Design tx_arbiter, sky130hd; sources not shown.
final_congestion.png
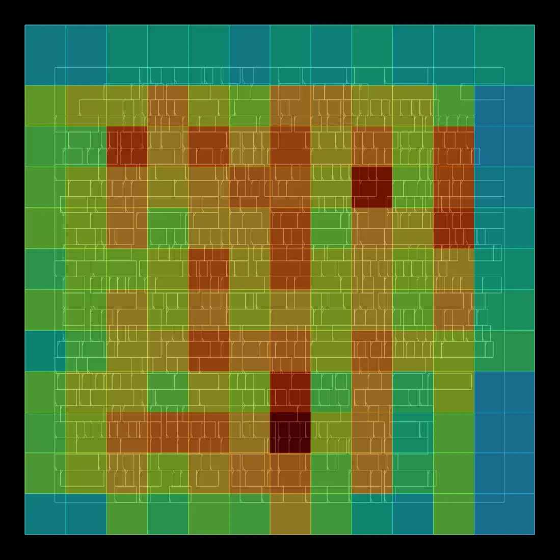
Most Used Layer, Global Route: met2
fin util: 71.2%

cell_classes.png
Drawn at 4 px/um. Fill, decap, tap and diode cells in gray.
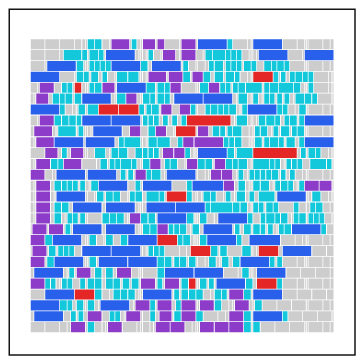
| color | class | cells |
|---|---|---|
| blue | flip-flops | 64 |
| cyan | all other logic | 356 |
| purple | other buffers and delay cells | 75 |
| red | clock drivers and dummy loads | 14 |
core area: 0.00557 mm^2
Rows: 27
fraction of area in registers: 32.3%

met3.png
Drawn at 6 px/um.
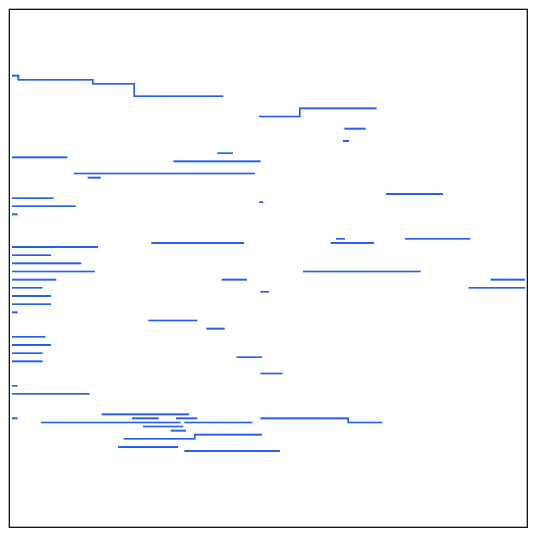
wire length on this layer: 477 um
nets with wire on the layer: 43
share of all routed wire: 6.3%
met3 GRT Util: 5.96%
DRT Wirelength: 7.56 mm

==> results.cfg <==
; yosys + openroad results
[power_and_ir_drop]
p_sw_mw = 1.29
p_seq_share_pct = 40.0
irDropWorstVdd_mv = 0.744

[logic_synthesis]
yosys_area_mm2 = 0.00301
syn_avg_cell_area_um2 = 6.95
synth_area_mm2 = 0.00301
yosysWarnings = 0

[detailed_routing]
initialDrtViolationCount = 91

[die]
ioPinCount = 54

[critical_path]
critical_path_class = flip-flop to primary output
start_kind = flip-flop

[status]
outcome = finished, final reports clean

[final_timing]
setup_tns_ns = 0

[global_routing]
grt_usage_pct = 21.4

[placement]
io_buffers = 53
placed_area_mm2 = 0.00374

[final_layout]
final_area_mm2 = 0.00397
fill_cells = 481

[clock_tree]
cts_sinks = 64
cts_root_buffer = clkbuf_8
## synthesized netlist by cell type, types with 2 or more instances
library cell / instances
nand2_1: 76
dfxtp_1: 64
a21oi_1: 59
nor2_1: 55
o21ai_0: 51
inv_1: 48
nand3_1: 21
nand4_1: 8
clkbuf_1: 6
nand2_2: 5
nor2_2: 5
nor2_4: 4
buf_2: 3
nor3_1: 3
clkinv_1: 2
ha_1: 2
nor4_1: 2
o21a_1: 2
o21ai_2: 2
## placed cells by master, fill, tap and decap left out, types with 2 or more instances in the layout
master / Yosys / final
nand2_1: 76 / 74
dfxtp_1: 64 / 62
a21oi_1: 59 / 59
nor2_1: 55 / 53
o21ai_0: 51 / 51
inv_1: 48 / 48
clkdlybuf4s50_1: 0 / 39
nand3_1: 21 / 21
buf_4: 1 / 21
clkbuf_8: 0 / 10
nand4_1: 8 / 8
dlygate4sd2_1: 0 / 8
nor2_2: 5 / 7
nand2_2: 5 / 7
dlymetal6s2s_1: 0 / 5
nor2_4: 4 / 4
nor3_1: 3 / 3
clkinv_1: 2 / 2
o21ai_2: 2 / 2
o21a_1: 2 / 2
clkinv_2: 0 / 2
bufinv_16: 0 / 2
dfxtp_2: 0 / 2
## per-layer routing
metal | global-route usage, % | up-vias | wire [um] | part of all wire [%]
met4 | 7.19 | 0 | 85 | 1.1
li1 | - | 1574 | - | -
met2 | 35.5 | 82 | 3710 | 49
met1 | 26.7 | 1367 | 3290 | 44
met5 | 0 | - | 0 | 0
met3 | 5.96 | 10 | 477 | 6.3
## repair_timing
| action | CTS | global route |
|---|---|---|
| buffers inserted | 0 | 1 |
| gates resized | 11 | 14 |
| endpoints found under the setup margin | 9 | 10 |
| pin swaps | 0 | 4 |
## power groups by stage
stage / logic (mW) / registers (mW) / clock network [mW]
2_1_floorplan: 0.575 / 1.74 / 0
3_3_place_gp: 1.14 / 1.67 / 0
3_5_place_dp: 1.17 / 1.68 / 0
4_1_cts: 1.16 / 1.65 / 1.33
5_1_grt: 1.30 / 1.67 / 1.40
6_report: 1.18 / 1.66 / 1.31
## area by class of cell
| class | count | share of cell area, % |
|---|---|---|
| Sequential cell | 64 | 32.3 |
| Clock inverter | 4 | 1.76 |
| Timing Repair Buffer | 75 | 17.8 |
| Clock buffer | 10 | 3.47 |
| Multi-Input combinational cell | 305 | 37.6 |
| Tap cell | 72 | 2.27 |
| Inverter | 51 | 4.82 |
## logic make-up (layout without fill, tap and decap cells)
family	Yosys count	count (layout)	share of synthesized area, %
buf+inv	64	140	8.52
flops	64	64	42.6
fa+ha+maj	2	2	0.831
compound gates	121	121	21.2
simple gates	182	182	26.9
Power and IR drop assume default switching activity.
